## config.mk

```make
export PLATFORM = sky130hd
export DESIGN_NAME = bist_misr
export DESIGN_NICKNAME = d
export VERILOG_FILES = /design/src/rtl/bist_resp_checker_pkg.sv /design/src/rtl/bist_misr.sv
export SDC_FILE = /design/constraint.sdc
export NUM_CORES = 1
export LEC_CHECK = 0
export CAP_MARGIN = 10
export CORE_MARGIN = 3
export CORE_UTILIZATION = 19
export DETAILED_ROUTE_END_ITERATION = 7
export PLACE_DENSITY = 0.9
export SLEW_MARGIN = 20
export SYNTH_ARGS = -nofsm -noshare
export SYNTH_HDL_FRONTEND = slang
export SYNTH_SLANG_ARGS = --single-unit
```

## constraint.sdc

```tcl
create_clock -name vclk -period 0.84
set_clock_uncertainty 0.05 [all_clocks]
set_input_delay 0.168 -clock vclk [all_inputs]
set_output_delay 0.168 -clock vclk [all_outputs]
set_load 0.01 [all_outputs]
```

## src/rtl/bist_resp_checker_pkg.sv

```systemverilog
// -----------------------------------------------------------------------------
// bist_resp_checker_pkg
//   Shared definitions for the BIST response checker: FSM state encodings and
//   the default MISR polynomial / seed used by the checker and its MISR step.
//   No ports (package).
// -----------------------------------------------------------------------------
package bist_resp_checker_pkg;

  // FSM state encodings, kept as plain 2-bit constants so the same values can
  // be matched by older tooling and by the top-level test controller.
  localparam logic [1:0] ST_IDLE  = 2'd0;
  localparam logic [1:0] ST_RUN   = 2'd1;
  localparam logic [1:0] ST_CHECK = 2'd2;
  localparam logic [1:0] ST_DONE  = 2'd3;

  // Default MISR feedback polynomial and start value.
  localparam logic [31:0] DEF_MISR_POLY = 32'h04C11DB7;
  localparam logic [31:0] DEF_MISR_SEED = 32'hFFFF_FFFF;

endpackage : bist_resp_checker_pkg

```

## src/rtl/bist_misr.sv

```systemverilog
// -----------------------------------------------------------------------------
// bist_misr
//   Combinational single-step MISR next-state function: shift the signature
//   left, fold in the feedback polynomial when the outgoing MSB is set, and
//   XOR in the response word.
// Ports
//   sig_i   in   RESP_W  current signature
//   resp_i  in   RESP_W  response word being compacted
//   sig_o   out  RESP_W  signature after one step
// -----------------------------------------------------------------------------
module bist_misr
  import bist_resp_checker_pkg::*;
#(
  parameter int unsigned         RESP_W    = 32,
  parameter logic [RESP_W-1:0]   MISR_POLY = RESP_W'(DEF_MISR_POLY)
) (
  input  logic [RESP_W-1:0] sig_i,
  input  logic [RESP_W-1:0] resp_i,
  output logic [RESP_W-1:0] sig_o
);

  always_comb begin
    sig_o = {sig_i[RESP_W-2:0], 1'b0}
          ^ (sig_i[RESP_W-1] ? MISR_POLY : '0)
          ^ resp_i;
  end

endmodule : bist_misr

```

==> run summary, run 1 <==
Results of the run.

The timing report notes that buffer and inverter cells on the critical path total 4. The number of setup violations in the final report is 14. The chip footprint is ~3300 µm². The number of buffers inserted by post-CTS setup repair is 5. In the layout the commonest cells are sky130_fd_sc_hd__buf_2 (60), sky130_fd_sc_hd__clkbuf_2 (23), sky130_fd_sc_hd__xor2_1 (19). Looking at hold timing, the worst path starts from sig_i[5]. STA classifies the critical path startpoint as an input pin. Averaged over all synthesized cells, the footprint is about 15 µm².

Per the cell usage report, the commonest logic cell in the layout is sky130_fd_sc_hd__buf_2. The total overflow left after global routing is 0. The data required time at the worst endpoint is between 600 and 700 ps. In this run the core area contains 18 standard-cell rows. The fmax is 879 MHz. Summing every instance area after synthesis gives between 500 and 600 µm².

The share of the Yosys chip area taken by registers is 0. The flow ran to the end, but the final reports show violations. The portion of the clock cycle consumed by the worst path in the final layout is 1.35. The report puts the hold buffer count at CTS at 0.

Across all stage logs, warnings added up to 36. The final reports fail on setup timing. The sum of negative setup slack is -3160 ps. The fraction of final layout cells sized beyond drive strength 1 is 0.772. Per STA, the highest per-stage delay on the worst path measures 300 ps. The post-route utilization of the core is recorded as 0.468. The number of diodes added for antenna fixing is 0.

Post-CTS repair ended up resizing roughly 300 cells. The critical path endpoint category is an output port. The final setup slack of the worst path is -297 ps. The peak-usage layer in the global routing report is met2. Using the TritonRoute via totals, the vias-per-cell ratio works out to about 4.0.

The detailed-routing iteration count for the pre-antenna-repair pass is 3. STA puts the critical path data arrival time at slightly above 900 ps.
-- run 1: final cells by class --
| type | count | area [µm²] |
|---|---|---|
| fillers | 264 | 1330 |
| repair buffers | 104 | 639 |
| multi-input cells | 32 | 494 |
| well taps | 30 | 37.5 |
-- run 1: how the worst max path moves through the flow --
stage / to / slack (ps) / depth (start not counted)
detailed placement: sig_o[8] / -1220 / 4
floorplan: sig_o[10] / -80 / 2
finish: sig_o[26] / -300 / 5
global route: sig_o[26] / -320 / 5
CTS: sig_o[26] / -420 / 5
global placement: sig_o[22] / -1160 / 4
-- run 1: power groups by stage --
stage	Combinational [µW]	Sequential, µW	Clock, µW
floorplan	380	0	0
global placement	1080	0	0
detailed placement	1110	0	0
CTS	888	0	0
global route	912	0	0
finish	850	0	0
-- run 1: kinds of logic after synthesis --
| group | synth area share |
|---|---|
| xor gates and xnor gates | 0.978 |
| buffers and inverters | 0.0223 |
-- run 1: metrics by stage --
stage	total power [µW]	instance area, µm²	cells	hold slack (ps)
after global placement	1080	1510	160	1280
final	850	1170	166	546
after global routing	912	1170	166	556
after CTS	888	1270	166	552
after floorplan	380	509	33	362
after detailed placement	1110	1510	160	1280
-- run 1: cell usage after synthesis --
master / n / share of area
sky130_fd_sc_hd__buf_6: 1 / 0.022
sky130_fd_sc_hd__xor2_1: 19 / 0.33
sky130_fd_sc_hd__xor3_1: 8 / 0.38
sky130_fd_sc_hd__xor3_4: 5 / 0.27
-- run 1: layer usage --
layer | vias to the layer above | part of all wire
met5 | - | 0
met4 | 0 | 0
met3 | 0 | 0.10
met2 | 43 | 0.59
met1 | 298 | 0.30
li1 | 318 | -
**Run 1: metal 2**

Scale bar: 20 µm.
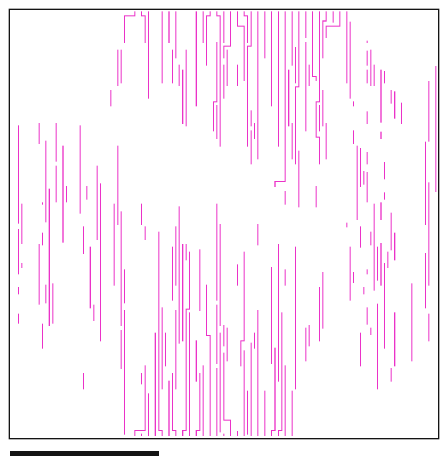
longest straight run	26.7 µm
nets with wire on the layer	185
Total Wirelength: 2350 µm
via total after detailed routing: 659
met2 global-route usage: 0.302

**Run 1: port wiring**

Scale bar: 20 µm.
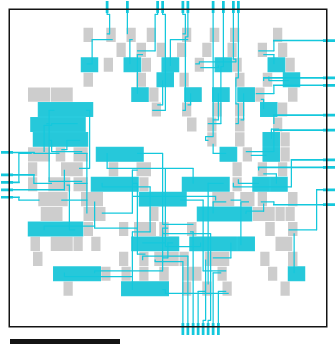
colour	port	bits	direction	edge	end cells	wire
cyan	`sig_i`	32	input	10 top, 9 right, 8 bottom, 5 left	32	908 µm
PortBufs: 96
Top Ports: 96

**Run 1: routed metal, one colour a layer**

Two of the layers only.
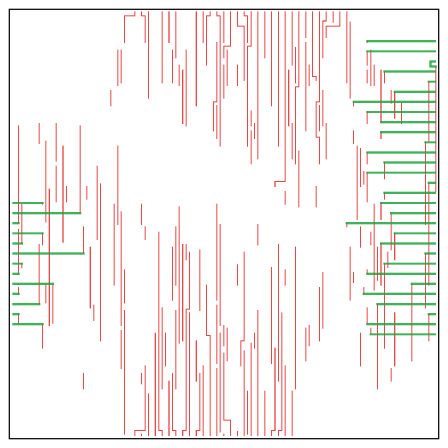
colour	layer	wire length
green	met3	240 µm
red	met2	1400 µm
All-Layer GR Usage: 0.138
routed wire length per instance: 14.2 µm

==> run 2: changes to the inputs <==
CORE_MARGIN = default   (was 3)
REMOVE_ABC_BUFFERS = 1   (was default)
**Run 2: metal 2**

Scale bar: 20 µm.
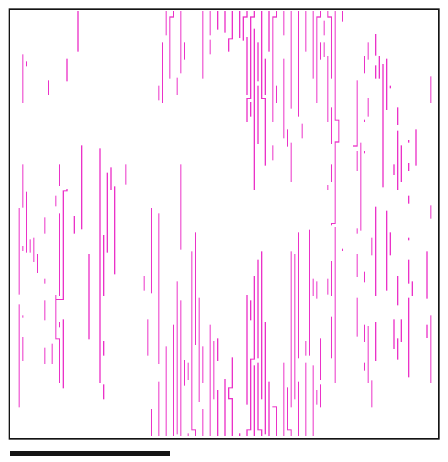
Total Wirelength: 2030 µm
via total after detailed routing: 647

**Run 2: wiring heat map**

The die is cut into 11 by 11 equal tiles; white is low, dark blue is high, scaled to the fullest tile. Values are wire area over tile area, all layers added.
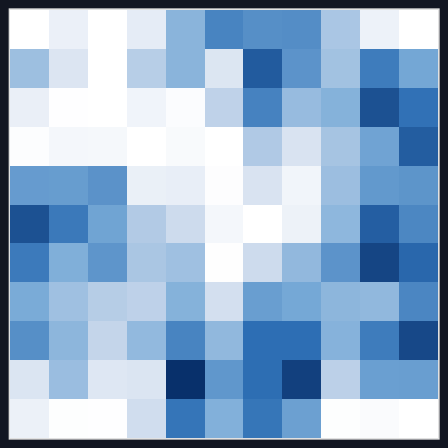
tiles over half the peak	37%
fullest tile	0.31
densest ninth of the die	bottom centre
routed wire length per instance: 12.6 µm
All-Layer GR Usage: 0.128

==> run summary, run 2 <==
Results of the run.

The data required time at the worst endpoint is 620 ps (about the same). The mean instance size in the synthesized netlist is 15.3 µm² (unchanged). The chip footprint is 2870 µm² (-13%). The number of setup violations in the final report is 14 (unchanged). The fmax is 934 MHz (+6.3%). The count of hold-fix buffers inserted at cts came to 0 (unchanged). The number of warnings in the stage logs is 34 (-5.6%). The weighted congestion reported at the end of routability-driven placement is approximately 0.66. The number of top-level design ports is 96 (unchanged). The number of input and output port buffers inserted was 96 (unchanged). The post-layout total power is 874 µW (+2.8%). The run finished, with violations left. The detailed-routing iteration count for the pre-antenna-repair pass is 2 (-1).

In this run the VDD rail shows a maximum IR drop of about 500 µV. The startpoint type of the worst setup path is an input pin. The portion of the clock cycle consumed by the worst path in the final layout came to 1.27 (-0.0797). The most numerous cell in the Yosys netlist is sky130_fd_sc_hd__xor2_1. The core occupancy in the finished layout was 0.486 (+0.0180). The worst setup path is captured at an output port. The register area share after synthesis is 0 (unchanged). The worst hold-check slack is 547 ps (+1.52 ps). The cell total after placement came to 160 (unchanged). The final global-route overflow total was 0 (unchanged).

The largest incremental delay on the critical path came to 470 ps (+170 ps). By instance count after routing, the leading logic cell types are sky130_fd_sc_hd__buf_2 (57), sky130_fd_sc_hd__clkbuf_2 (19), sky130_fd_sc_hd__buf_6 (19). The launch point of the worst min-delay path is recorded as sig_i[26]. The number of placement rows is 18 (unchanged).

Yosys reports that the most numerous cell types are sky130_fd_sc_hd__xor2_1 (19), sky130_fd_sc_hd__xor3_1 (8), sky130_fd_sc_hd__xor3_4 (5). The DRC violation count after routing is 0. The most numerous logic cell after layout is sky130_fd_sc_hd__buf_2. The fraction of synthesized cell area taken by the top area cell type is 0.376 (unchanged). The sum of negative setup slack is -2290 ps (+872 ps).

The fraction of final layout cells sized beyond drive strength 1 came to 0.802 (+0.0295). The non-filler instance count after layout is 161 (-3.0%). The checks that failed: setup timing.

The area of all placed cells without fillers is 1220 µm² (+3.8%). The final setup slack of the worst path is -230 ps (+67.0 ps). The post-placement cell area came to 1520 µm² (+0.83%). The library cell with the largest summed area after synthesis is sky130_fd_sc_hd__xor3_1. The number of buffers inserted by post-CTS setup repair came to 0 (-5). The number of diodes added for antenna fixing is 0 (unchanged). The synthesis report lists the most area-consuming cells as sky130_fd_sc_hd__xor3_1 (38%), sky130_fd_sc_hd__xor2_1 (33%), sky130_fd_sc_hd__xor3_4 (27%), sky130_fd_sc_hd__buf_6 (2.2%). The synthesized cell area is 505 µm² (unchanged).

The mean number of vias per cell is 4.02 (+1.2%). The data arrival time of the critical path came to 850 ps (-70 ps).
**Run 2: port wiring**

Scale bar: 20 µm.
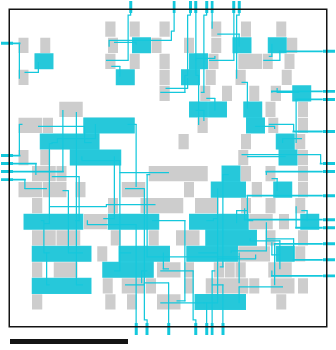
colour	port	bits	direction	edge	end cells	wire
cyan	`sig_i`	32	input	12 right, 8 top, 7 bottom, 5 left	32	814 µm

-- run 2: cell types whose count changed in the layout (fill, tap and decap cells not counted), sizes merged --
cell	previous run	this run
clkdlybuf4s15	1	0
dlygate4sd2	1	0
clkbuf	23	19
dlymetal6s2s	2	0
buf	77	80
-- run 2: kinds of logic (layout without fill, tap and decap cells) --
logic type | after synthesis | after routing | share of synthesized area
xor gates and xnor gates | 32 | 32 | 0.978
buffers and inverters | 1 | 99 | 0.0223
-- run 2: worst max-delay path, delay by kind of cell --
family    cells  cell delay (ps)
buf+inv       2              210
xor+xnor      1              470
-- run 2: area by class of cell --
| cell class | count | area, µm² |
|---|---|---|
| Tap cell | 30 | 37.5 |
| Fill cell | 261 | 1280 |
| Timing Repair Buffer | 99 | 677 |
| Multi-Input combinational cell | 32 | 502 |
-- run 2: repair_timing --
action,4_1_cts,5_1_grt
gates cloned,1,0
endpoints found under the setup margin,32,23
pin swaps,31,22
gates resized,299,67
endpoints found under the hold margin,0,0
-- run 2: where the power goes --
group | leakage (µW) | switching [µW] | total, µW | internal [µW]
logic | 0.000745 | 315 | 874 | 559
registers | 0 | 0 | 0 | 0
clock network | 0 | 0 | 0 | 0
-- run 2: layer usage --
layer  vias up  global-route usage  routed length [µm]
met5         -                   0                   0
met4         0                   0                   0
met3         0              0.0141                 242
met2        49               0.279                1170
met1       292               0.134                 617
li1        306                   -                   -
-- run 2: worst max-delay path by stage --
stage / start / endpoint / cells past startpoint
final: sig_i[3] / sig_o[4] / 3
after global routing: sig_i[3] / sig_o[4] / 3
after CTS: sig_i[31] / sig_o[4] / 4
after detailed placement: sig_i[31] / sig_o[4] / 4
after global placement: sig_i[31] / sig_o[1] / 4
after floorplan: sig_i[31] / sig_o[1] / 1
Power and IR drop assume default switching activity.
